### config.mk
export PLATFORM = sky130hd
export DESIGN_NAME = pipe_hazard_ctrl
export DESIGN_NICKNAME = d
export VERILOG_FILES = /design/src/rtl/hazard_pkg.sv /design/src/rtl/hazard_wdog.sv /design/src/rtl/pipe_hazard_ctrl.sv
export SDC_FILE = /design/constraint.sdc
export NUM_CORES = 1
export LEC_CHECK = 0
export CORE_ASPECT_RATIO = 1.4
export CORE_MARGIN = 2
export CORE_UTILIZATION = 37
export CTS_CLUSTER_SIZE = 20
export DETAILED_ROUTE_END_ITERATION = 16
export GPL_TIMING_DRIVEN = 0
export PLACE_DENSITY = 0.74
export SLEW_MARGIN = 10
export SYNTH_ARGS = -nofsm -noshare
export SYNTH_HDL_FRONTEND = slang
export SYNTH_SLANG_ARGS = --single-unit
export TNS_END_PERCENT = 20
### constraint.sdc
create_clock -name clk -period 6 [get_ports clk]
set_clock_uncertainty 0.05 [all_clocks]
set_input_delay 1.8 -clock clk [delete_from_list [all_inputs] [get_ports clk]]
set_output_delay 1.8 -clock clk [all_outputs]
set_load 0.02 [all_outputs]
### src/rtl/hazard_pkg.sv
// Shared definitions for the pipeline hazard controller: FSM encoding,
// rule-priority constants and watchdog defaults.
package hazard_pkg;

   // Registered sequencer state
   typedef enum logic [1:0] {
      ST_RUN   = 2'd0,
      ST_DWAIT = 2'd1,
      ST_IWAIT = 2'd2,
      ST_DROP  = 2'd3
   } hz_state_e;

   // Rule priority, lowest value wins when several conditions hold
   typedef enum logic [2:0] {
      RULE_DSTALL   = 3'd0,
      RULE_REDIRECT = 3'd1,
      RULE_DROP     = 3'd2,
      RULE_LOADUSE  = 3'd3,
      RULE_IWAIT    = 3'd4,
      RULE_RUN      = 3'd5
   } hz_rule_e;

   localparam int WAIT_TIMEOUT_DEF = 255;
   localparam int WDOG_W           = 16;

   // Cycles in which the pipeline is waiting on a memory
   function automatic logic is_wait_rule(hz_rule_e r);
      return (r == RULE_DSTALL) || (r == RULE_DROP) || (r == RULE_IWAIT);
   endfunction

endpackage

### src/rtl/hazard_wdog.sv
// Memory-hang watchdog: saturating count of consecutive wait cycles and a
// sticky error flag that only reset clears.
module hazard_wdog
   import hazard_pkg::*;
#(
   parameter int TIMEOUT = WAIT_TIMEOUT_DEF
) (
   input  logic clk,
   input  logic rst_n,
   input  logic wait_i,
   output logic timeout_err_o
);

   localparam logic [WDOG_W-1:0] LIMIT = WDOG_W'(TIMEOUT);

   logic [WDOG_W-1:0] cnt_q, cnt_d;
   logic              err_q, err_d;

   // Next count: clear on a non-wait cycle, otherwise count up to the limit
   always_comb begin
      cnt_d = '0;
      if (wait_i) begin
         cnt_d = (cnt_q == LIMIT) ? cnt_q : cnt_q + 1'b1;
      end
      err_d = err_q | (cnt_d == LIMIT);
   end

   // Counter and sticky error registers
   always_ff @(posedge clk or negedge rst_n) begin
      if (!rst_n) begin
         cnt_q <= '0;
         err_q <= 1'b0;
      end else begin
         cnt_q <= cnt_d;
         err_q <= err_d;
      end
   end

   assign timeout_err_o = err_q;

endmodule

### src/rtl/pipe_hazard_ctrl.sv
// Stall/flush sequencer for the 5-stage pipeline. Decodes hazard and
// memory-readiness inputs into stage write-enables and bubble flushes,
// tracks in-flight wrong-path fetches (DROP) and hosts the memory watchdog.
// Optional macro HAZARD_PERF_EN adds stall/redirect performance counters;
// without it the perf ports read 0 and no counter state exists.
module pipe_hazard_ctrl
   import hazard_pkg::*;
#(
   parameter int WAIT_TIMEOUT = WAIT_TIMEOUT_DEF,
   parameter int CNT_W        = 32
) (
   input  logic             clk,
   input  logic             rst_n,
   input  logic             load_use_flag,
   input  logic             branch_taken_ex,
   input  logic             imem_ready,
   input  logic             dmem_busy,
   output logic             pc_we,
   output logic             if_id_we,
   output logic             id_ex_we,
   output logic             ex_mem_we,
   output logic             mem_wb_we,
   output logic             if_id_flush,
   output logic             id_ex_flush,
   output logic             mem_wb_flush,
   output logic [1:0]       state,
   output logic             timeout_err,
   output logic [CNT_W-1:0] perf_stall_cnt,
   output logic [CNT_W-1:0] perf_flush_cnt
);

   hz_state_e state_q, state_d;
   hz_rule_e  rule;

   // Ungated controls; stage order {pc, if_id, id_ex, ex_mem, mem_wb}
   logic [4:0] we_raw;
   logic [2:0] fl_raw; // {if_id, id_ex, mem_wb}

   // Pick the single rule that governs this cycle
   always_comb begin
      if (dmem_busy)               rule = RULE_DSTALL;
      else if (branch_taken_ex)    rule = RULE_REDIRECT;
      else if (state_q == ST_DROP) rule = RULE_DROP;
      else if (load_use_flag)      rule = RULE_LOADUSE;
      else if (!imem_ready)        rule = RULE_IWAIT;
      else                         rule = RULE_RUN;
   end

   // Controls and next state for the selected rule
   always_comb begin
      we_raw  = 5'b11111;
      fl_raw  = 3'b000;
      state_d = ST_RUN;
      unique case (rule)
         RULE_DSTALL: begin
            // Freeze everything up to EX/MEM; MEM/WB takes a bubble
            we_raw  = 5'b00001;
            fl_raw  = 3'b001;
            state_d = (state_q == ST_DROP) ? ST_DROP : ST_DWAIT;
         end
         RULE_REDIRECT: begin
            fl_raw  = 3'b110;
            state_d = imem_ready ? ST_RUN : ST_DROP;
         end
         RULE_DROP: begin
            // PC holds the target so the refetch starts there
            we_raw  = 5'b01111;
            fl_raw  = 3'b100;
            state_d = imem_ready ? ST_RUN : ST_DROP;
         end
         RULE_LOADUSE: begin
            we_raw  = 5'b00111;
            fl_raw  = 3'b010;
         end
         RULE_IWAIT: begin
            we_raw  = 5'b01111;
            fl_raw  = 3'b100;
            state_d = ST_IWAIT;
         end
         default: ;
      endcase
   end

   // Reset forces every control low
   assign {pc_we, if_id_we, id_ex_we, ex_mem_we, mem_wb_we} = rst_n ? we_raw : 5'b0;
   assign {if_id_flush, id_ex_flush, mem_wb_flush}         = rst_n ? fl_raw : 3'b0;

   // Sequencer state register
   always_ff @(posedge clk or negedge rst_n) begin
      if (!rst_n) state_q <= ST_RUN;
      else        state_q <= state_d;
   end

   assign state = state_q;

   hazard_wdog #(
      .TIMEOUT (WAIT_TIMEOUT)
   ) u_wdog (
      .clk           (clk),
      .rst_n         (rst_n),
      .wait_i        (is_wait_rule(rule)),
      .timeout_err_o (timeout_err)
   );

`ifdef HAZARD_PERF_EN
   logic [CNT_W-1:0] stall_cnt_q, flush_cnt_q;

   // Free-running wrap-around counters of PC stalls and redirects
   always_ff @(posedge clk or negedge rst_n) begin
      if (!rst_n) begin
         stall_cnt_q <= '0;
         flush_cnt_q <= '0;
      end else begin
         if (!we_raw[4])              stall_cnt_q <= stall_cnt_q + 1'b1;
         if (rule == RULE_REDIRECT)   flush_cnt_q <= flush_cnt_q + 1'b1;
      end
   end

   assign perf_stall_cnt = stall_cnt_q;
   assign perf_flush_cnt = flush_cnt_q;
`else
   assign perf_stall_cnt = '0;
   assign perf_flush_cnt = '0;
`endif

endmodule
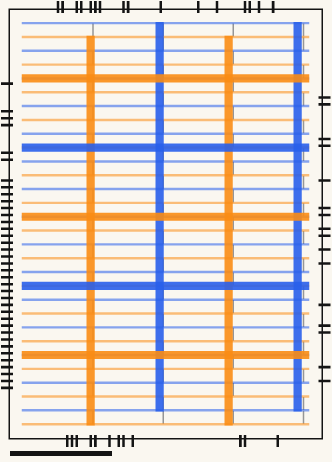
Fig. 1. Supply network.
The bar under the picture is 20 um long. Pins as bars on the die edge. Tap cells in gray.
[blue] VDD
[orange] VSS
tap cells: 62
met5 straps: 5
signal pins: 81
rows: 29
met1 rails: 30
Die Ht: 84.2 um
VDD IR max: 102 uV
chip width: 61.3 um

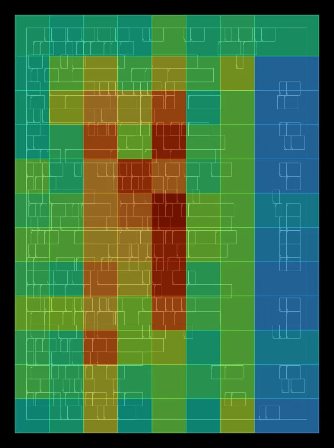
Fig. 2. Congestion heat map.
met1 Usage GRT: 15.3%
met3 usage: 3.08%

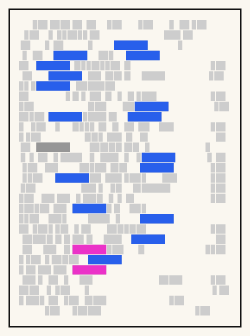
Fig. 3. Register map, names as in the netlist.
[magenta] `state` | sequential cells: 2
[blue] `u_wdog.cnt_q` | sequential cells: 16
not colored: 1
fraction of area in registers: 21.4%
Layout Utilization: 49.8%
register area: 475 um2

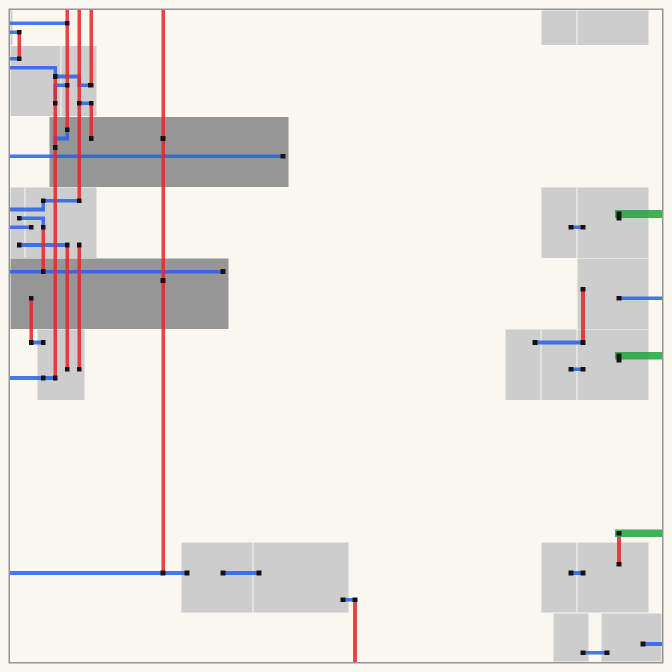
Fig. 4. Layout detail.
Region (33, 9) to (58, 34) um. Cells in gray, sequential cells in the stronger gray; small squares are vias.
[green] metal 3
[red] metal 2
[blue] metal 1
cells with their middle in the window: 18
sequential cells in the window: 2
netlist names of flops here include: `u_wdog.cnt_q` (2)
most frequent: buf_4 (6), conb_1 (5), dfrtp_1 (2)

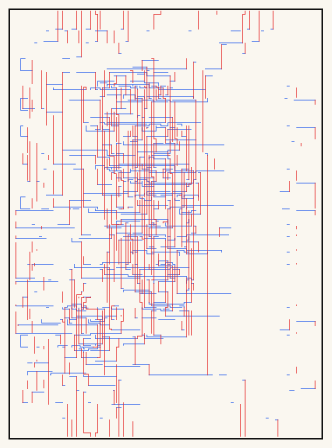
Fig. 5. Metal layers overlaid.
Two of the layers only.
[blue] metal 1 | wire length: 1,290 um
[red] metal 2 | wire length: 1,630 um
Total GRT Usage: 13.3%
final wirelength: 3270 um
DR vias: 1,402

==> impl_metrics.env <==
# flow metrics
export IMPL_synth_flops=19
export IMPL_worstPathCellList="dlymetal6s2s_1, nand2_1, inv_1, buf_4, clkdlybuf4s50_1"
export IMPL_p_total_mw=0.352
export IMPL_outcome="finished clean"
export IMPL_setup_tns_ps=0
export IMPL_synth_edff_count=0
export IMPL_finalSetupViolCount=0
export IMPL_rows=29
export IMPL_rsz0062_at_grt="false"
export IMPL_io_pins=81
export IMPL_cts_sinks=19
export IMPL_coreArea_um2=4460
export IMPL_regToRegEndpoint="u_wdog.timeout_err_o$_DFF_PN0_"
export IMPL_seqPwrFrac_pct=40.7
export IMPL_ff_type="dfrtp_1"
export IMPL_drtPass1Iterations=4
export IMPL_die_area_um2=5160
export IMPL_synth_distinct_cells=41
export IMPL_area_growth_syn_to_layout_pct=30.7
export IMPL_drive_above_1_share_pct=29.5
export IMPL_hp_start="u_wdog.timeout_err_o$_DFF_PN0_"
export IMPL_holdWs_ps=415
export IMPL_critPathKind="in2out"
export IMPL_hold_class="reg2reg"
export IMPL_antenna_cells=0
export IMPL_routabilityCongestion=0.859
export IMPL_post_drt_wl_per_cell_um=9.42
export IMPL_drt_vias_per_instance=4.04
export IMPL_netlist_area_um2=1700
export IMPL_final_nets=293
export IMPL_synth_seq_share_pct=28.0
export IMPL_min_path_cells=2
export IMPL_yosys_area_um2=1700
export IMPL_slew_headroom_pct=38.6
export IMPL_fmax_ghz=0.184
export IMPL_syn_instance_count=202
export IMPL_r2r_slack_ps=3270
export IMPL_min_period_over_period_pct=90.7
export IMPL_yosys_warnings=0
export IMPL_r2r_start="u_wdog.cnt_q[0]$_DFF_PN0_"
export IMPL_grt_pass1_vias=1218
export IMPL_max_slew_worst_pin_slew_ps=919
export IMPL_startpoint_type="primary input"
export IMPL_switching_share_pct=34.2
export IMPL_timing_final_ws_setup_ps=557
export IMPL_fp_util_pct=38.1
export IMPL_worstPathMaxFanout=22
export IMPL_cpPeakStageDelay_ps=680
export IMPL_leakage_nw=1.18
export IMPL_clockBufferDepth=2
export IMPL_area_leaders="buf_4, dfrtp_1, nor2_1"
export IMPL_cp_end_kind="output port"
export IMPL_avgSynthCellArea_um2=8.41
export IMPL_grt_overflow_total=0
export IMPL_cts_tree="built"
export IMPL_drc=0
export IMPL_ys_cells=202
export IMPL_cap_violations=0
export IMPL_worst_ep_arrival_time_ps=3590
export IMPL_cts_reportedPaths_clkPinSlew_ps=70
export IMPL_h_tree_depth=1
export IMPL_hold_path_end="u_wdog.timeout_err_o$_DFF_PN0_"
export IMPL_cts_resized_gates=0
export IMPL_dp_hpwl_um=2570
export IMPL_p_comb_share_pct=33.8
export IMPL_synth_top_area_share_pct=29.2
export IMPL_ctsRootBufferMaster="clkbuf_8"
export IMPL_cp_data_required_time_ps=4150
export IMPL_postCtsSetupBuffers=0
export IMPL_drv_slew=0
export IMPL_p_switching_mw=0.120
export IMPL_min_period_ps=5440
export IMPL_numPortBuffers=16
export IMPL_ff2ff_path_depth=7
export IMPL_drt_iter0_markers=36
export IMPL_antenna_found_initial=0
export IMPL_warning_count=26
export IMPL_synthArstFlopShare_pct=100
export IMPL_p_clk_share_pct=25.4
export IMPL_p_int_mw=0.232
export IMPL_cts_hold_buf=0
export IMPL_p_per_area_nw_per_um2=159
-- Yosys cell counts, drive strengths merged (2+ instances only) --
| cell type | count |
|---|---|
| and3 | 2 |
| o21ai | 6 |
| nand2 | 12 |
| nor3 | 9 |
| nand4 | 2 |
| or3 | 4 |
| xor2 | 3 |
| nand3 | 6 |
| o22ai | 2 |
| nor2 | 22 |
| nor4 | 4 |
| o21a | 2 |
| a21oi | 9 |
| inv | 6 |
| a31oi | 4 |
| a211oi | 3 |
| xnor2 | 5 |
| buf | 69 |
| dfrtp | 19 |
-- layer usage --
layer	part of all wire, %	vias to the layer above	GRT usage [%]
li1	-	725	-
met1	39	606	15.3
met2	50	64	22.2
met3	8.3	7	3.08
met4	2.6	0	6.52
met5	0	-	0
-- registers in the layout (all words and copies together), names as in the netlist --
| register | count |
|---|---|
| u_wdog.timeout_err_o | 1 |
| state | 2 |
| u_wdog.cnt_q | 16 |
-- how the worst max path moves through the flow --
stage / from / to / slack [ps] / depth (start not counted)
after global routing: rst_n / id_ex_we / 270 / 5
final: rst_n / id_ex_we / 560 / 5
after CTS: rst_n / id_ex_we / 50 / 5
after global placement: rst_n / id_ex_we / 40 / 5
after floorplan: dmem_busy / if_id_we / 1780 / 3
after detailed placement: rst_n / id_ex_we / 50 / 5
-- kinds of logic after synthesis --
family | Yosys count | share of synthesized area (%)
other cells | 1 | 0.221
xor+xnor | 8 | 4.12
simple gates | 64 | 21.1
buf+inv | 76 | 32.7
compound gates | 33 | 13.1
fa+ha+maj | 1 | 0.736
flops | 19 | 28.0
-- power by group through the flow --
stage	Clock, mW	Sequential, mW	Combinational [mW]
2_1_floorplan	0	0.146	0.0949
3_3_place_gp	0	0.146	0.117
3_5_place_dp	0	0.146	0.117
4_1_cts	0.0925	0.143	0.118
5_1_grt	0.0962	0.145	0.130
6_report	0.0896	0.143	0.119
-- layout make-up --
class | count | area, um2
Multi-Input combinational cell | 170 | 905
Inverter | 6 | 22.5
Fill cell | 443 | 2240
Buffer | 70 | 533
Clock buffer | 4 | 45.0
Sequential cell | 19 | 475
Timing Repair Buffer | 16 | 163
Tap cell | 62 | 77.6
-- stage by stage --
stage / cell area [um2] / utilization (%) / instances
after floorplan: 1940 / - / 265
after global placement: 2170 / 48.7 / 343
after detailed placement: 2170 / 48.7 / 343
after CTS: 2220 / 49.7 / 347
after global routing: 2220 / 49.8 / 347
final: 2220 / 49.8 / 347
-- cells in the final DEF, fill, tap and decap left out, types with 3 or more instances in the layout --
cell type        count
inv_1                6
a31oi_1              4
xor2_1               3
xnor2_1              5
nor3_1               8
nand2_1             11
o21ai_0              6
clkbuf_8             3
nand3_1              4
conb_1              64
buf_6                3
nor4_1               4
a21oi_1              9
buf_4               66
clkdlybuf4s50_1     15
dfrtp_1             19
nor2_1              22
-- critical path: cells and delay by family --
| kind | cells | cell delay (ps) |
|---|---|---|
| simple gates | 1 | 270 |
| buf+inv | 4 | 1520 |
Power and IR drop assume default switching activity.
